==> config.mk <==
export PLATFORM = sky130hd
export DESIGN_NAME = unpack_16to12
export DESIGN_NICKNAME = d
export VERILOG_FILES = /design/src/rtl/unpack_16to12_pkg.sv /design/src/rtl/unpack_16to12_dtype_queue.sv /design/src/rtl/unpack_16to12.sv
export SDC_FILE = /design/constraint.sdc
export NUM_CORES = 1
export LEC_CHECK = 0
export CORE_UTILIZATION = 54
export CTS_CLUSTER_SIZE = 14
export DETAILED_ROUTE_END_ITERATION = 10
export GPL_ROUTABILITY_DRIVEN = 1
export MAX_ROUTING_LAYER = met4
export PLACE_DENSITY = 0.76
export SLEW_MARGIN = 20
export SYNTH_ARGS = -nofsm -noshare
export SYNTH_HDL_FRONTEND = slang
export SYNTH_SLANG_ARGS = --single-unit
==> constraint.sdc <==
create_clock -name clk -period 4.2 [get_ports clk]
set_input_delay 0.42 -clock clk [delete_from_list [all_inputs] [get_ports clk]]
set_output_delay 0.42 -clock clk [all_outputs]
set_load 0.05 [all_outputs]
==> src/rtl/unpack_16to12_pkg.sv <==
// rtl/unpack_16to12_pkg.sv - shared data-type codes and header constants for the 12-bit unpacker
package unpack_16to12_pkg;
    localparam int DTYPE_WIDTH = 4;

    localparam logic [DTYPE_WIDTH-1:0] DTYPE_HEADER_START = 4'h1;
    localparam logic [DTYPE_WIDTH-1:0] DTYPE_HEADER       = 4'h2;
    localparam logic [DTYPE_WIDTH-1:0] DTYPE_HEADER_END   = 4'h3;
    localparam logic [DTYPE_WIDTH-1:0] DTYPE_FRAME_START  = 4'h4;
    localparam logic [DTYPE_WIDTH-1:0] DTYPE_FRAME_END    = 4'h5;
    localparam logic [DTYPE_WIDTH-1:0] DTYPE_PIXEL        = 4'h8;
    localparam logic [DTYPE_WIDTH-1:0] DTYPE_PIXEL_MASK   = 4'h8;

    // Header word index holding image_type, and the packed-12 marker shared with the packer
    localparam logic [7:0] Image_image_type    = 8'd2;
    localparam logic [4:0] IMAGE_TYPE_PACKED12 = 5'h10;

    typedef enum logic [1:0] {
        ST_IDLE,
        ST_HEADER,
        ST_FRAME
    } stream_state_e;

    function automatic logic is_pixel(input logic [DTYPE_WIDTH-1:0] dt);
        return |(dt & DTYPE_PIXEL_MASK);
    endfunction
endpackage

==> src/rtl/unpack_16to12_dtype_queue.sv <==
// rtl/unpack_16to12_dtype_queue.sv - {dtype,data} FIFO with dual push, single pop and drop indication
module dtype_queue #(
    parameter int DEPTH = 2,
    parameter int TW    = 4,
    parameter int DW    = 16
) (
    input  logic          clk,
    input  logic          resetb,
    input  logic          push0_valid,
    input  logic [TW-1:0] push0_dtype,
    input  logic [DW-1:0] push0_data,
    input  logic          push1_valid,
    input  logic [TW-1:0] push1_dtype,
    input  logic [DW-1:0] push1_data,
    output logic          dvo,
    output logic [TW-1:0] dtypeo,
    output logic [DW-1:0] datao,
    output logic          drop
);
    localparam int EW = TW + DW;
    localparam int LW = DEPTH + 1;
    localparam int CW = $clog2(DEPTH + 3);

    logic [EW-1:0] mem_q [DEPTH];
    logic [EW-1:0] mem_d [DEPTH];
    logic [EW-1:0] list  [LW];
    logic [CW-1:0] count_q, count_d, total;
    logic          dvo_q, dvo_d;
    logic [EW-1:0] out_q, out_d;

    // Stored entries followed by this cycle's pushes; the head pops straight into the output register
    always_comb begin
        for (int i = 0; i < LW; i++) list[i] = '0;
        for (int i = 0; i < DEPTH; i++) list[i] = mem_q[i];
        for (int i = 0; i < LW; i++) begin
            if (push0_valid && i == int'(count_q)) list[i] = {push0_dtype, push0_data};
            if (push0_valid && push1_valid && i == int'(count_q) + 1) list[i] = {push1_dtype, push1_data};
        end
        total   = count_q + CW'(push0_valid) + CW'(push0_valid & push1_valid);
        dvo_d   = 1'b0;
        out_d   = out_q;
        count_d = '0;
        drop    = 1'b0;
        for (int i = 0; i < DEPTH; i++) mem_d[i] = list[i+1];
        if (total != '0) begin
            dvo_d = 1'b1;
            out_d = list[0];
            if (int'(total) > DEPTH + 1) begin
                count_d = CW'(DEPTH);
                drop    = 1'b1;
            end else begin
                count_d = total - CW'(1);
            end
        end
    end

    always_ff @(posedge clk or negedge resetb) begin
        if (!resetb) begin
            for (int i = 0; i < DEPTH; i++) mem_q[i] <= '0;
            count_q <= '0;
            dvo_q   <= 1'b0;
            out_q   <= '0;
        end else begin
            for (int i = 0; i < DEPTH; i++) mem_q[i] <= mem_d[i];
            count_q <= count_d;
            dvo_q   <= dvo_d;
            out_q   <= out_d;
        end
    end

    assign dvo    = dvo_q;
    assign dtypeo = out_q[EW-1:DW];
    assign datao  = out_q[DW-1:0];
endmodule

==> src/rtl/unpack_16to12.sv <==
// rtl/unpack_16to12.sv - restores four 12-bit pixels from every three packed 16-bit words
module unpack_16to12
    import unpack_16to12_pkg::*;
#(
    parameter int QDEPTH = 2
) (
    input  logic                   clk,
    input  logic                   resetb,
    input  logic                   enable,
    input  logic [4:0]             unpacked_type,
    input  logic                   dvi,
    input  logic [DTYPE_WIDTH-1:0] dtypei,
    input  logic [15:0]            datai,
    output logic                   dvo,
    output logic [DTYPE_WIDTH-1:0] dtypeo,
    output logic [15:0]            datao,
    output logic [15:0]            frame_count,
    output logic                   overflow,
    output logic                   misaligned
);
    stream_state_e state_q, state_d;
    logic [7:0]  header_addr_q, header_addr_d;
    logic        packed_hdr_q, packed_hdr_d;
    logic        active_q, active_d;
    logic        enable_s_q, enable_s_d;
    logic [1:0]  phase_q, phase_d;
    logic [3:0]  lo4_q, lo4_d;
    logic [7:0]  lo8_q, lo8_d;
    logic [15:0] frame_count_q, frame_count_d;
    logic        overflow_q, overflow_d;
    logic        misaligned_q, misaligned_d;

    logic                   push0_valid, push1_valid, q_drop;
    logic [15:0]            push0_data, push1_data;

    always_comb begin
        state_d       = state_q;
        header_addr_d = header_addr_q;
        packed_hdr_d  = packed_hdr_q;
        active_d      = active_q;
        enable_s_d    = enable;
        phase_d       = phase_q;
        lo4_d         = lo4_q;
        lo8_d         = lo8_q;
        frame_count_d = frame_count_q;
        overflow_d    = overflow_q | q_drop;
        misaligned_d  = misaligned_q;
        push0_valid   = dvi;
        push0_data    = datai;
        push1_valid   = 1'b0;
        push1_data    = {4'h0, datai[11:0]};
        if (dvi) begin
            case (dtypei)
                DTYPE_HEADER_START: begin
                    state_d       = ST_HEADER;
                    header_addr_d = '0;
                end
                DTYPE_HEADER: begin
                    header_addr_d = header_addr_q + 8'd1;
                    if (header_addr_q == Image_image_type && datai[4:0] == IMAGE_TYPE_PACKED12) begin
                        packed_hdr_d = 1'b1;
                        if (enable_s_q) push0_data = {datai[15:5], unpacked_type};
                    end
                end
                DTYPE_HEADER_END: state_d = ST_IDLE;
                DTYPE_FRAME_START: begin
                    state_d       = ST_FRAME;
                    active_d      = enable_s_q & packed_hdr_q;
                    packed_hdr_d  = 1'b0;
                    phase_d       = 2'd0;
                    frame_count_d = frame_count_q + 16'd1;
                end
                DTYPE_FRAME_END: begin
                    state_d = ST_IDLE;
                    if (phase_q != 2'd0) misaligned_d = 1'b1;
                end
                default: ;
            endcase
            // Pixel words: 3 packed words carry pixels as {p0,p1lo}, {p1hi,p2lo}, {p2hi,p3}
            if (is_pixel(dtypei) && active_q && state_q == ST_FRAME) begin
                case (phase_q)
                    2'd0: begin
                        push0_data = {4'h0, datai[15:4]};
                        lo4_d      = datai[3:0];
                        phase_d    = 2'd1;
                    end
                    2'd1: begin
                        push0_data = {4'h0, datai[15:8], lo4_q};
                        lo8_d      = datai[7:0];
                        phase_d    = 2'd2;
                    end
                    default: begin
                        push0_data  = {4'h0, datai[15:12], lo8_q};
                        push1_valid = 1'b1;
                        phase_d     = 2'd0;
                    end
                endcase
            end
        end
    end

    always_ff @(posedge clk or negedge resetb) begin
        if (!resetb) begin
            state_q       <= ST_IDLE;
            header_addr_q <= '0;
            packed_hdr_q  <= 1'b0;
            active_q      <= 1'b0;
            enable_s_q    <= 1'b0;
            phase_q       <= 2'd0;
            lo4_q         <= '0;
            lo8_q         <= '0;
            frame_count_q <= '0;
            overflow_q    <= 1'b0;
            misaligned_q  <= 1'b0;
        end else begin
            state_q       <= state_d;
            header_addr_q <= header_addr_d;
            packed_hdr_q  <= packed_hdr_d;
            active_q      <= active_d;
            enable_s_q    <= enable_s_d;
            phase_q       <= phase_d;
            lo4_q         <= lo4_d;
            lo8_q         <= lo8_d;
            frame_count_q <= frame_count_d;
            overflow_q    <= overflow_d;
            misaligned_q  <= misaligned_d;
        end
    end

    dtype_queue #(
        .DEPTH (QDEPTH),
        .TW    (DTYPE_WIDTH),
        .DW    (16)
    ) u_queue (
        .clk         (clk),
        .resetb      (resetb),
        .push0_valid (push0_valid),
        .push0_dtype (dtypei),
        .push0_data  (push0_data),
        .push1_valid (push1_valid),
        .push1_dtype (dtypei),
        .push1_data  (push1_data),
        .dvo         (dvo),
        .dtypeo      (dtypeo),
        .datao       (datao),
        .drop        (q_drop)
    );

    assign frame_count = frame_count_q;
    assign overflow    = overflow_q;
    assign misaligned  = misaligned_q;
endmodule

Clock distribution:
The bar under the picture is 20 um long.
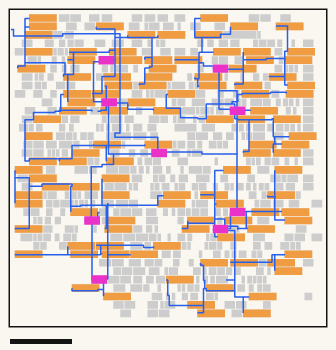
- blue: clock wires (length 1230 um)
- magenta: clock-net drivers (count 9)
- orange: flip-flops (count 109)
- routed clock nets: 10
- flops lie: all over the die

==> results.txt <==
Main metrics from the flow reports.

The run finished with clean final reports. The share of cells above drive strength 1 came out at 11.42%. The sum of overflow across all layers after global routing came out at 0. The largest net degree at the start of global routing came out at 77. The total DRC errors in the routed layout came out at 0. The worst setup path is launched from a primary input. Routability-driven placement finished with a final weighted congestion of 0.8598.

The worst-case reg-to-reg path depth came out at 8. The residual antenna-violating net count after detailed routing came out at 0. The final total negative setup slack is 0 ps. According to the timing report, the critical path is launched from dtypei[3]. The tally of unique sky130hd cells used after synthesis came out at 60.

The final timing report counts setup violations totalling 0. In the synthesized netlist, the number of instances is 516. The clock tree from TritonCTS is yes. The number of cells reported by Yosys stat comes to 516. Summed over all nets, the switching power comes to 1337 uW. The met2 layer wire length in the routed design is 6.533 mm.

Looking at the reg2reg group, the worst path ends at u_queue.out_q[1]. The number of input and output port buffers inserted came out at 67. For reference, the final report shows the max-slew violation count at 0.

The number of detailed-routing iterations run before antenna repair is 5. Global routing used 27.89% of the available tracks. The initial antenna violation count was 0. Each instance of the synthesized netlist takes up on average 10.43 sq um. The startpoint identified for the worst register-to-register timing path is u_queue.count_q[0]. The group drawing the most power is registers. The critical path ends at u_queue.out_q[1]. The final count of hold timing violations is 0. Post-synthesis, Yosys gives the total cell area as 5384 sq um.

The cell sitting at the root of the clock tree is a sky130_fd_sc_hd__clkbuf_8. Sequential cells were found to cover 50.66% of the synthesized design area. The number of warnings in the stage logs came out at 28. The count of buffer and inverter cells on the critical path is 3. In this run the top signal layer used is met4. The highest fanout seen on the critical path came out at 15.

The latest clock arrival within the worst-skew pair came out at 380 ps. The initial standard-cell utilization of the core is 55.34%. The async set-reset flop share out of synthesis came out at 100.0%.

The maximum number of buffers from clock root to sink came out at 2. The met3 demand-to-capacity share in global routing came out at 3.352%. The number of vias per cell came out at 6.013. At the end of the flow, the number of nets in the layout was 610. The quantity of gates resized following cts came out at 0. The largest single stage delay on the critical path is 570 ps. The sequential group power is 1410 uW. The final route contains 4275 vias. The portion of the clock cycle consumed by the worst path in the final layout is 74.89%.

The tightest min-delay check is of the primary input to asynchronous set/reset pin type. The DRC violation total after the first TritonRoute iteration came out at 252. The maximum clock frequency is 317.9 MHz. The cell area after technology mapping came out at 5384 sq um. For this run the detailed placement stage logged an HPWL of 8.830 mm. The cell row count came out at 36. Per the power-grid run, VDD falls by no more than 312.6 uV. The clock period minus final worst setup slack came out at 3145 ps. The timing report shows that the slowest cell on the worst path is sky130_fd_sc_hd__clkdlybuf4s50_1. Per report_power, the clock group accounts for 20.2% of the total. For this block, wires on met1 add up to 5.476 mm. The global-route wire length before repair came out at 21.27 mm. The signal on the critical path passes through clkdlybuf4s50_1 > and4b_1 > nand2_1 > nor2_1 > fa_1 > ha_1 > inv_1 > ha_1 > ha_1 > inv_1 > nand2_1 > o31ai_1. The total wire length is 12.87 mm. The number of global-route vias before repair is 4214. The synthesized net count came out at 553.

The post-synth tally of flip-flops with integrated enable is 0. The clock input transition at the sequential cells of the worst setup and hold paths came out at 110 ps. The number of warning messages in the yosys log came out at 0.

The worst setup path is of the primary input to flop kind. The clock buffer count from CTS came out at 9. The number of antenna diodes came out at 0. The required time at the endpoint of the critical path is 4480 ps. The sequential cell fraction of total power is 41.8%. The combinational logic power is 1280 uW. Once the clock tree was built, the setup fixing pass inserted 0 buffers. The routed wirelength normalized by instance count came out at 18.10 um. The layer with the highest usage after global routing is met2. In this run the vertical extent of the chip is 101.9 um. The internal power contribution came out at 2032 uW. The post-synthesis sequential element count came out at 109.

The transition time at the pin with the least slew margin came out at 955.5 ps. Ranking logic cells in the layout by count gives the top entries sky130_fd_sc_hd__dfrtp_1, sky130_fd_sc_hd__clkdlybuf4s50_1, sky130_fd_sc_hd__nand2_1. The part of the total power dissipated in combinational logic is 38.0%. The number of H-tree levels came out at 3. The reported leakage power came out at 0.002832 uW. The worst reg-to-reg setup slack is 1330 ps. The cell area power density came out at 529.0 nW/um^2. Switching power as a fraction of the total was reported as 39.69%. The region available for standard cell placement spans 9729 sq um. The horizontal die dimension came out at 101.9 um. The I/O pin count came out at 68. Per the run report, area growth between synthesis and finish was 18.31%. Leaving out fill and tap cells, the most frequent cell in the layout is sky130_fd_sc_hd__dfrtp_1.

The number of logic stages on the critical path including buffering came out at 12. The worst setup path is captured at a flop. Among cell families on the critical path, the largest total delay comes from adder cells. In this run, post-CTS hold repair placed 0 buffers. The most numerous cell type found on the critical path is sky130_fd_sc_hd__ha_1. The commonest register cell is sky130_fd_sc_hd__dfrtp_1.

The number of flip-flops in the largest register came out at 40. The arrival time of data at the worst endpoint is listed as 3430 ps. The worst max-slew margin expressed relative to the limit is 36.30%. The met1 track demand over resource is 35.57%. Per the run summary, max-cap violations total 0.

The met2 global-route usage is 46.05%. The register name with the most flops is u_queue.mem_q. The area of the chip is 10370 sq um. Setup repair after global routing left no endpoint under its margin.

The core utilization of the finished layout is 65.47%. The total power of the final layout is 3370 uW. The length of routed met3 wiring came out at 686 um.
The clock network:
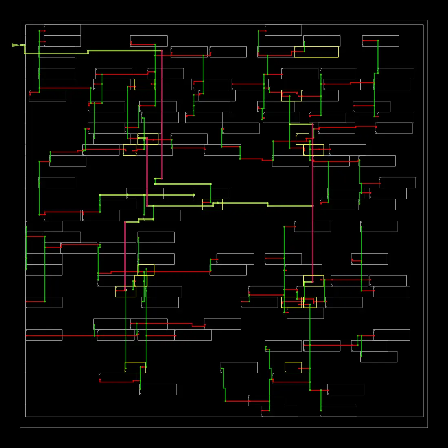
Clock Sinks: 109
clock buffer count in the final layout: 9
number of flip-flops and latches: 109
worst clock skew: 9.162 ps
Clock Power: 681 uW

## worst min-delay path by stage
stage,startpoint,endpoint,slack [ps]
after floorplan,resetb,active_q,120
after global placement,misaligned,misaligned,450
after detailed placement,u_queue.mem_q[17],u_queue.mem_q[37],470
after CTS,resetb,u_queue.mem_q[25],200
after global routing,resetb,u_queue.mem_q[26],240
final,resetb,u_queue.mem_q[25],170
## cell usage after synthesis, drive strengths merged (9+ instances only)
cell type | count | area (sq um)
xor2 | 9 | 78.83
mux2 | 24 | 270.3
nor2 | 26 | 97.59
and3 | 18 | 112.6
or3 | 9 | 56.30
o21ai | 44 | 224.0
dfrtp | 109 | 2728
nand4 | 12 | 75.07
buf | 14 | 72.57
clkbuf | 18 | 70.07
nand2 | 50 | 187.7
xnor2 | 10 | 87.58
mux2i | 10 | 100.1
a21oi | 19 | 95.09
nand3 | 15 | 75.07
## cells by family after synthesis
logic type               share of synthesized area (%)
AND-OR/OR-AND                                    16.20
XOR/XNOR                                         3.091
adder cells (fa/ha/maj)                          1.999
buffers and inverters                            3.137
flip-flops                                       50.66
multiplexers                                     6.879
AND/OR/NAND/NOR                                  18.03
## per-stage QoR
stage / cell area (sq um) / cells / hold slack [ps] / worst slack [ps]
2_1_floorplan: 5384 / 516 / 124.4 / 1076
3_3_place_gp: 6158 / 695 / 449.7 / 856.5
3_5_place_dp: 6158 / 695 / 467.8 / 675.9
4_1_cts: 6370 / 711 / 203.1 / 1089
5_1_grt: 6370 / 711 / 243.5 / 828.2
6_report: 6370 / 711 / 168.8 / 1055
## cell type report
type | instances | area, sq um
flip-flops and latches | 109 | 2728
multi-input cells | 368 | 2487
fillers | 817 | 3359
clock buffers | 9 | 123.9
repair buffers | 78 | 750.7
well taps | 133 | 166.4
clock inverters | 7 | 87.58
inverters | 7 | 26.28
Power and IR drop assume default switching activity.
